File: src/rtl/lsu.sv
// Load/store unit: one req/ack memory transaction per request, with lane steering,
// load extension and fault reporting. Define MISALIGN_TRAP_EN to trap misaligned accesses.
module lsu #(
  parameter int unsigned TIMEOUT = 255,
  parameter int unsigned ADDR_W  = 32
) (
  input  logic              clk,
  input  logic              rst,
  input  logic              start,
  input  logic              op_store,
  input  logic [2:0]        funct3,
  input  logic [ADDR_W-1:0] addr,
  input  logic [31:0]       wdata,
  output logic              busy,
  output logic              done,
  output logic [31:0]       rdata,
  output logic              fault,
  output logic [1:0]        fault_code,
  output logic              mem_req,
  output logic              mem_we,
  output logic [ADDR_W-1:0] mem_addr,
  output logic [3:0]        mem_be,
  output logic [31:0]       mem_wdata,
  input  logic [31:0]       mem_rdata,
  input  logic              mem_ack
);

  typedef enum logic [1:0] {ST_IDLE = 2'd0, ST_REQ = 2'd1, ST_DONE = 2'd2} state_t;

  localparam logic [15:0] CNT_LAST = 16'(TIMEOUT - 1);

  state_t      state_r;
  logic [15:0] cnt_r;
  logic        op_r;
  logic [2:0]  f3_r;
  logic [1:0]  off_r;

  logic [1:0]  size_s;
  logic        legal_s;
  logic        trap_s;
  logic [1:0]  off_s;

  function automatic logic [3:0] byte_en(input logic [1:0] size, input logic [1:0] off);
    case (size)
      2'd0:    byte_en = 4'b0001 << off;
      2'd1:    byte_en = 4'b0011 << off;
      default: byte_en = 4'b1111;
    endcase
  endfunction

  function automatic logic [31:0] lane_rep(input logic [1:0] size, input logic [31:0] data);
    case (size)
      2'd0:    lane_rep = {4{data[7:0]}};
      2'd1:    lane_rep = {2{data[15:0]}};
      default: lane_rep = data;
    endcase
  endfunction

  function automatic logic [31:0] load_ext(input logic [2:0] f3, input logic [1:0] off,
                                           input logic [31:0] word);
    logic [31:0] sh;
    sh = word >> {off, 3'b000};
    case (f3)
      3'd0:    load_ext = {{24{sh[7]}}, sh[7:0]};
      3'd1:    load_ext = {{16{sh[15]}}, sh[15:0]};
      3'd4:    load_ext = {24'd0, sh[7:0]};
      3'd5:    load_ext = {16'd0, sh[15:0]};
      default: load_ext = word;
    endcase
  endfunction

  // Request decode: legality, misalignment handling and effective lane offset.
  always_comb begin
    size_s  = funct3[1:0];
    legal_s = op_store ? (funct3 <= 3'd2)
                       : ((funct3 != 3'd3) && (funct3 != 3'd6) && (funct3 != 3'd7));
`ifdef MISALIGN_TRAP_EN
    off_s = addr[1:0];
    case (size_s)
      2'd1:    trap_s = addr[0];
      2'd2:    trap_s = (addr[1:0] != 2'b00);
      default: trap_s = 1'b0;
    endcase
`else
    trap_s = 1'b0;
    case (size_s)
      2'd1:    off_s = {addr[1], 1'b0};
      2'd2:    off_s = 2'b00;
      default: off_s = addr[1:0];
    endcase
`endif
  end

  // Transaction FSM; every output is a register updated here.
  always_ff @(posedge clk) begin
    if (rst) begin
      state_r    <= ST_IDLE;
      cnt_r      <= 16'd0;
      op_r       <= 1'b0;
      f3_r       <= 3'd0;
      off_r      <= 2'd0;
      busy       <= 1'b0;
      done       <= 1'b0;
      rdata      <= 32'd0;
      fault      <= 1'b0;
      fault_code <= 2'd0;
      mem_req    <= 1'b0;
      mem_we     <= 1'b0;
      mem_addr   <= '0;
      mem_be     <= 4'd0;
      mem_wdata  <= 32'd0;
    end else begin
      case (state_r)
        ST_IDLE: begin
          if (start) begin
            op_r  <= op_store;
            f3_r  <= funct3;
            off_r <= off_s;
            cnt_r <= 16'd0;
            busy  <= 1'b1;
            if (!legal_s || trap_s) begin
              // Faulting requests never touch memory.
              state_r    <= ST_DONE;
              done       <= 1'b1;
              fault      <= 1'b1;
              fault_code <= legal_s ? 2'd1 : 2'd3;
            end else begin
              state_r   <= ST_REQ;
              mem_req   <= 1'b1;
              mem_we    <= op_store;
              mem_addr  <= {addr[ADDR_W-1:2], 2'b00};
              mem_be    <= byte_en(size_s, off_s);
              mem_wdata <= lane_rep(size_s, wdata);
            end
          end
        end
        ST_REQ: begin
          if (mem_ack) begin
            state_r    <= ST_DONE;
            done       <= 1'b1;
            fault      <= 1'b0;
            fault_code <= 2'd0;
            mem_req    <= 1'b0;
            mem_we     <= 1'b0;
            if (!op_r) begin
              rdata <= load_ext(f3_r, off_r, mem_rdata);
            end
          end else if (cnt_r == CNT_LAST) begin
            state_r    <= ST_DONE;
            done       <= 1'b1;
            fault      <= 1'b1;
            fault_code <= 2'd2;
            mem_req    <= 1'b0;
            mem_we     <= 1'b0;
          end else begin
            cnt_r <= cnt_r + 16'd1;
          end
        end
        ST_DONE: begin
          state_r <= ST_IDLE;
          done    <= 1'b0;
          busy    <= 1'b0;
        end
        default: begin
          state_r <= ST_IDLE;
          done    <= 1'b0;
          busy    <= 1'b0;
          mem_req <= 1'b0;
          mem_we  <= 1'b0;
        end
      endcase
    end
  end

endmodule

File: config.mk
export PLATFORM = sky130hd
export DESIGN_NAME = lsu
export DESIGN_NICKNAME = d
export VERILOG_FILES = /design/src/rtl/lsu.sv
export SDC_FILE = /design/constraint.sdc
export NUM_CORES = 1
export LEC_CHECK = 0
export CORE_AREA = 2 2 107 109
export CTS_CLUSTER_SIZE = 10
export DETAILED_ROUTE_END_ITERATION = 12
export DIE_AREA = 0 0 109 111
export DONT_BUFFER_PORTS = 1
export HOLD_SLACK_MARGIN = 0.06
export PLACE_DENSITY = 0.79
export SKIP_CTS_REPAIR_TIMING = 1
export SLEW_MARGIN = 20
export SYNTH_ARGS = -nofsm -noshare
export SYNTH_HDL_FRONTEND = slang
export SYNTH_SLANG_ARGS = --single-unit
export TNS_END_PERCENT = 10
File: constraint.sdc
create_clock -name clk -period 3.65 [get_ports clk]
set_input_delay 0.73 -clock clk [delete_from_list [all_inputs] [get_ports clk]]
set_output_delay 0.73 -clock clk [all_outputs]
set_load 0.005 [all_outputs]
Run 1, cell area per tile:
The bar under the picture is 20 um long. 11 x 11 tiles, from black (low) to pale yellow (high), 0 to 100% covered.
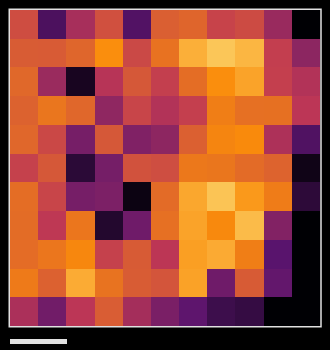
The mean over all tiles is 52%. 12% of the tiles are over 75% full. 5.0% of the tiles are nearly empty.

Run 1, placement by cell class:
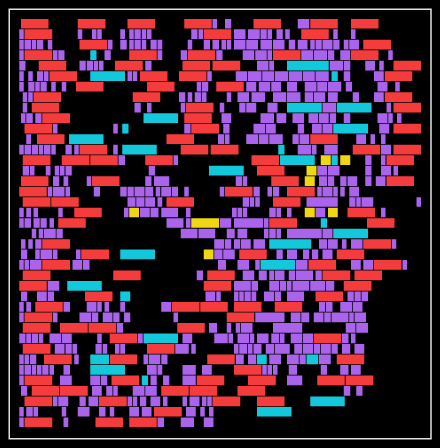
Purple is all other logic, cells 512, share of their area 49%. Cyan is clock drivers and dummy loads, cells 30, share of their area 9.0%. Red is flip-flops, cells 128, share of their area 41%. Yellow is other buffers and delay cells, cells 9, share of their area 1.3%.

Run 1, congestion heat map:
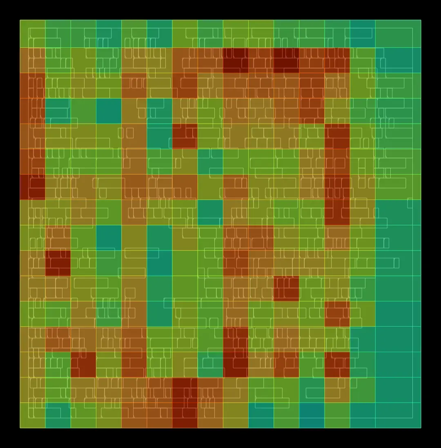
GR met2 Demand/Resource: 0.3996
routed wire length per instance: 18.46 um
fraction of met1 tracks used by global routing: 0.3044
most utilized layer in the global route result: met2

Run 1, port wiring:
The bar under the picture is 20 um long.
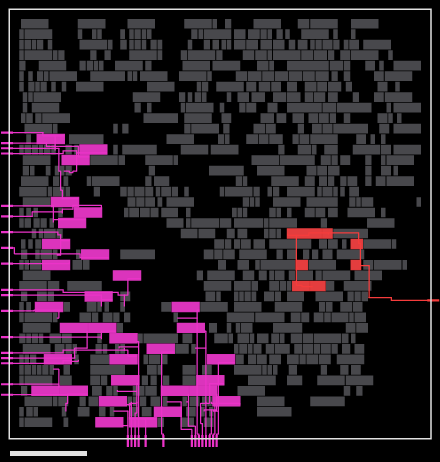
Magenta is `mem_wdata`, bits 32, direction output, end cells 32, buffers 0, wire 754 um. Red is `mem_ack`, bits 1, direction input, end cells 7, buffers 0, wire 73.3 um.

==> impl.org, run 1 <==
* Flow results

** Die
- The die is ~110 um wide.
- Placeable core region :: around 0.011 mm^2
- Effective utilization at floorplan :: 0.5309
- I/O pin count :: roughly 210
- Floorplan row count :: 39

** Final timing
- Max-slew headroom :: 0.5183
- Fin crit share :: 0.6065
- Final number of hold-violating endpoints :: 0
- Derived from the worst setup path, the maximum achievable clock frequency is 0.4517 GHz.
- On the final layout, the worst hold slack is 0.3962 ns.

** Clocking
- Cts bufs inserted :: 17
- Per the CTS log, the buffer count on the longest clock path is 2.
- H-tree Lvls :: 4
- The registers of the reported paths see a clock transition of approximately 0.050 ns.
- According to the CTS report, the clock sink count is around 130.

** Status
- Run status :: finished, final reports clean

** Worst setup path
- Number of cells on the worst reg-to-reg path :: 5
- The worst-case reg-to-reg setup slack stands at about 1.4 ns.
- Crit path capture type :: flip-flop
- Crit start category :: flip-flop

** Synthesis
- Yosys warns :: 0
- Largest area contributor in the netlist :: sky130_fd_sc_hd__dfxtp_1
- Yosys attributes the largest share of cell area to sky130_fd_sc_hd__dfxtp_1, sky130_fd_sc_hd__a21oi_1, sky130_fd_sc_hd__nand2_1.
- Number of enable-type register cells in the synthesized netlist :: 0
- The netlist uses about 57 different library cells.
- Mapped Area :: between 0.005 and 0.006 mm^2
- Total cells reported by yosys after synthesis :: around 700

** Power and ir drop
- The highest supply drop recorded on VDD is around 320 uV.

** Layout
- In the final layout, the fill cell count is between 900 and 1000.
- Of the cells placed in the final design, the portion with a size suffix greater than 1 is 0.08100.
- The final report gives the core utilization as 0.5790.
- Per the cell usage report, the commonest logic cells after layout are sky130_fd_sc_hd__dfxtp_1, sky130_fd_sc_hd__nand2_1, sky130_fd_sc_hd__a21oi_1.

** Min path
- Hold Crit Class :: input pin to flip-flop
- STA lists the startpoint of the worst hold path as rst.

** Routing
- The routed design has 15.18 mm of wire.
- Number of remaining DRC errors :: 0
- Number of antenna-violating nets in the routed design :: 0

** GRT
- Combined global-route utilization of all metal layers :: 0.2531
- Met3 global-route usage :: 0.09171
- Overflow left after global routing :: 0

** Place
- At the end of routability-driven placement, the weighted congestion stood at ~0.87.
[run 1: flip-flops by register name, indices dropped and copies added, names as in the netlist]
register,cells
done,1
mem_req,1
mem_we,1
mem_be,4
mem_addr,30
mem_wdata,32
busy,1
rdata,32
state_r,2
op_r,1
cnt_r,16
f3_r,3
off_r,2
fault_code,2
[run 1: critical path, stage by stage, from the launching register on]
cell and delay, ns:
sky130_fd_sc_hd__dfxtp_1 0.43, sky130_fd_sc_hd__or3b_1 0.59, sky130_fd_sc_hd__nor4_4 0.40, sky130_fd_sc_hd__buf_12 0.35
sky130_fd_sc_hd__nor2_1 0.08, sky130_fd_sc_hd__a311oi_1 0.26
[run 1: synth_stat cells, drive strengths merged, types with 6 or more instances]
library cell and count:
o31ai 6, nor2 64, clkbuf 38, dfxtp 128, a22o 9, nand3b 11
buf 25, o221ai 7, nor3 23, o21ai 11, mux2i 20, nand2 108
a21oi 90, nor4 6, ha 6, a211oi 41, inv 14, nand4 8
or4 8, o211ai 13, a221oi 8, a2bb2oi 7
[run 1: area by class of cell]
type                       count  area (um^2)  area share
inverter                      14        52.55    0.008194
clock buffer                  18        439.2     0.06847
timing repair buffer           9        80.08     0.01249
tap                          143        178.9     0.02790
multi-input combinational    498         2982      0.4649
sequential                   128         2562      0.3995
clock inverter                12        118.9     0.01853
[run 1: report_power, final]
part           internal (mW)  switching [mW]
clock                   1.01           0.602
combinational          0.127           0.193
sequential              1.48          0.0750
[run 1: logic make-up after synthesis]
group	after synthesis	share of synthesized area
AOI/OAI and AO/OA	209	0.2326
xor gates and xnor gates	3	0.004469
adders and majority gates	6	0.01277
buffers and inverters	77	0.06192
DFF	128	0.4357
muxes	21	0.03787
other	1	0.0006377
and+or+nand+nor	257	0.2140
[run 1: worst max-delay path by stage]
stage                     cells after the start             to  slack [ns]  startpoint
final                                         5  mem_wdata[17]        1.44  state_r[1]
after global routing                          5  mem_wdata[18]        1.26  state_r[1]
after CTS                                     5  mem_wdata[17]        1.44  state_r[1]
after detailed placement                      5  mem_wdata[17]        1.20       start
after global placement                        5      mem_be[1]        1.27       start
after floorplan                               8  mem_wdata[30]        1.42   funct3[1]
[run 1: routing by layer]
| layer | share of wire | routed length, um |
|---|---|---|
| met5 | 0 | 0 |
| met4 | 0.026 | 397 |
| met3 | 0.11 | 1648 |
| met2 | 0.48 | 7301 |
| met1 | 0.38 | 5829 |
Run 1, supply network:
The bar under the picture is 20 um long. Pins as bars on the die edge.
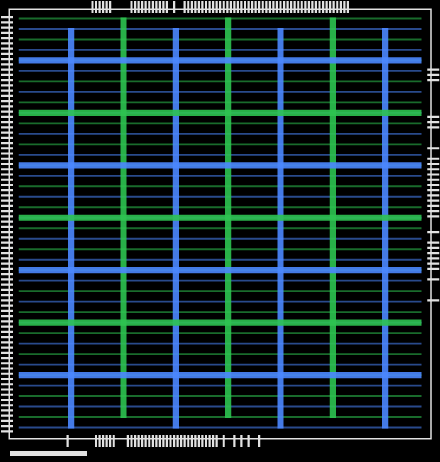

==> inputs of run 2 (changes only) <==
--- a/config.mk
+++ b/config.mk
@@ -11,7 +11,7 @@
 export DIE_AREA = 0 0 109 111
 export DONT_BUFFER_PORTS = 1
 export HOLD_SLACK_MARGIN = 0.06
-export PLACE_DENSITY = 0.79
+export PLACE_DENSITY = 0.82
 export SKIP_CTS_REPAIR_TIMING = 1
 export SLEW_MARGIN = 20
 export SYNTH_ARGS = -nofsm -noshare
==> constraint.sdc (replaced) <==
create_clock -name clk -period 1.9 [get_ports clk]
set_input_delay 0.38 -clock clk [delete_from_list [all_inputs] [get_ports clk]]
set_output_delay 0.38 -clock clk [all_outputs]
set_load 0.005 [all_outputs]
Run 2, supply network:
The bar under the picture is 20 um long. Pins as bars on the die edge.
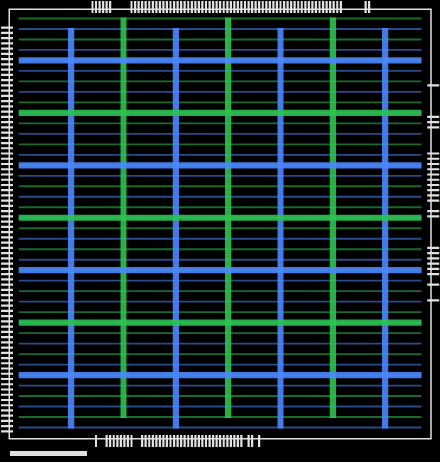
Blue is VSS. Green is VDD.
7 straps on met4. 7 straps on met5. 211 signal pins sit on the boundary. The core has 39 rows. 40 met1 rails follow the rows.

Run 2, congestion heat map:
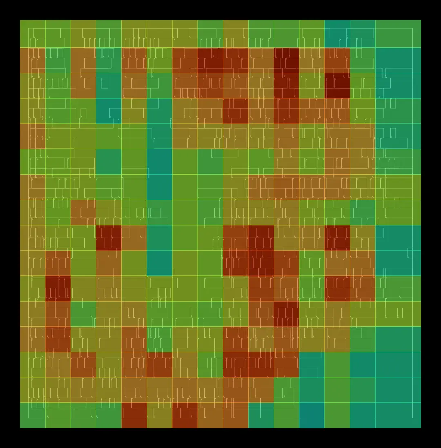
met3 global-route usage: 0.09641
GR met2 Demand/Resource: 0.4161
fraction of met1 tracks used by global routing: 0.3091
combined global-route utilization of all metal layers: 0.2587

==> impl.org, run 2 <==
* Flow results

** Status
- The run finished with clean final reports.

** Die
- The standard-cell row count came to 39 (unchanged).
- The area of the core is 0.01108 mm^2 (unchanged).
- Chip Width :: 109 um (unchanged)

** Synthesis
- Cell types with the highest counts after synthesis :: sky130_fd_sc_hd__dfxtp_1, sky130_fd_sc_hd__nand2_1, sky130_fd_sc_hd__a21oi_1, sky130_fd_sc_hd__nor2_1, sky130_fd_sc_hd__a211oi_1
- Yosys warns :: 0 (unchanged)
- The most frequently used library cell after synthesis is sky130_fd_sc_hd__dfxtp_1.
- Largest area contributor in the netlist :: sky130_fd_sc_hd__dfxtp_1
- Mapped Area :: 0.005881 mm^2 (unchanged)
- Distinct cell type count after synthesis :: 57 (unchanged)
- Largest cells by area after synthesis :: sky130_fd_sc_hd__dfxtp_1, sky130_fd_sc_hd__a21oi_1, sky130_fd_sc_hd__nand2_1

** Final timing
- Achievable clock frequency :: 0.5305 GHz (+17%)
- Fin crit share :: 0.9922 (+0.3857)
- Final number of hold-violating endpoints :: 0 (unchanged)
- Final worst hold slack :: 0.1007 ns (-0.2955 ns)

** GRT
- The residual overflow from global routing came to 0 (unchanged).

** Routing
- The met3 layer wire length in the routed design came to 1.523 mm (-7.6%).
- Wire length on met1 :: 6.189 mm (+6.2%)
- The remaining antenna violation count after routing is 0 (unchanged).
- Number of remaining DRC errors :: 0 (unchanged)
- Routed wire length per instance :: 18.85 um (+2.1%)
- Wire length reported by the detailed router :: 16.04 mm (+5.7%)
- Top Layer Used :: met4

** Worst setup path
- According to the timing report, the critical path is launched from cnt_r[0].
- Crit start category :: flip-flop
- Crit path capture type :: flip-flop
- Worst endpoint required time :: between 2 and 2.5 ns

** Place
- The final RePlAce weighted congestion came to 0.8881 (+2.1%).

** Layout
- The largest registers in the layout are mem_wdata x32, rdata x32, mem_addr x30.
- Number of filler instances in the final layout :: 919 (-3.2%)
- In the layout the commonest cells are sky130_fd_sc_hd__dfxtp_1, sky130_fd_sc_hd__nand2_1, sky130_fd_sc_hd__a21oi_1.

** Clocking
- Clk pin slew, worst setup/hold paths :: 0.06 ns (about the same)
- Number of sinks driven by the clock tree :: 128 (unchanged)
- Cts bufs inserted :: 17 (unchanged)
- Max Root-Sink Buffers :: 2 (unchanged)

** Power and ir drop
- Standby leakage power :: 2.337 nW

** Min path
- Hold path startpoint :: addr[21]
- Hold Crit Class :: input pin to flip-flop
[run 2: where the power goes]
group / internal, mW / leakage [nW] / total, mW / switching, mW
logic: 0.306 / 1.02 / 0.745 / 0.440
clock network: 1.99 / 0.272 / 3.16 / 1.17
registers: 2.84 / 1.04 / 2.99 / 0.142
[run 2: cell type report]
cell class	count	area, um^2	area share
Multi-Input combinational cell	498	3010	0.4448
Tap cell	143	178.9	0.02644
Inverter	14	52.55	0.007765
Sequential cell	128	2564	0.3788
Timing Repair Buffer	37	387.9	0.05731
Clock inverter	9	110.1	0.01627
Clock buffer	22	464.2	0.06859
[run 2: worst max-delay path: stages (launching register included)]
cell	delay, ns
sky130_fd_sc_hd__dfxtp_2	0.32
sky130_fd_sc_hd__inv_1	0.05
sky130_fd_sc_hd__ha_1	0.19
sky130_fd_sc_hd__nand4b_1	0.16
sky130_fd_sc_hd__nor4_4	0.05
sky130_fd_sc_hd__buf_4	0.16
sky130_fd_sc_hd__buf_6	0.14
sky130_fd_sc_hd__or4_2	0.62
sky130_fd_sc_hd__a21oi_2	0.14
[run 2: worst paths after layout]
| kind | cells past startpoint | end | slack (ns) |
|---|---|---|---|
| worst max-delay path | 8 | cnt_r[8] | 0.01 |
| worst min-delay path | 2 | mem_addr[21] | 0.10 |
| worst max register to register | 8 | cnt_r[8] | 0.01 |
| worst min register to register | 2 | rdata[3] | 0.47 |
[run 2: routing by layer]
metal  up-vias  GRT usage
met3        31    0.09641
met2       254     0.4161
met4         0     0.1034
li1       2515          -
met1      2457     0.3091
met5         -          0
[run 2: logic make-up after synthesis]
| family | Yosys count | share of synthesized area |
|---|---|---|
| adders and majority gates | 6 | 0.01277 |
| DFF | 128 | 0.4357 |
| other | 1 | 0.0006377 |
| buffers and inverters | 77 | 0.06192 |
| AOI/OAI and AO/OA | 209 | 0.2326 |
| and+or+nand+nor | 257 | 0.2140 |
| muxes | 21 | 0.03787 |
| xor gates and xnor gates | 3 | 0.004469 |
[run 2: through the flow]
stage / cells / setup slack (ns) / TNS [ns] / total power, mW / util
2_1_floorplan: 703 / 0.01583 / 0 / 3.559 / -
3_3_place_gp: 814 / 0.03050 / 0 / 3.683 / 0.5481
3_5_place_dp: 814 / -0.07201 / -0.8754 / 3.713 / 0.5481
4_1_cts: 845 / -0.03115 / -0.09095 / 6.868 / 0.5999
5_1_grt: 851 / -0.08948 / -0.3193 / 7.168 / 0.6110
6_report: 851 / 0.01482 / 0 / 6.895 / 0.6110
No activity file was given, so power comes from the tool's default toggle rates.
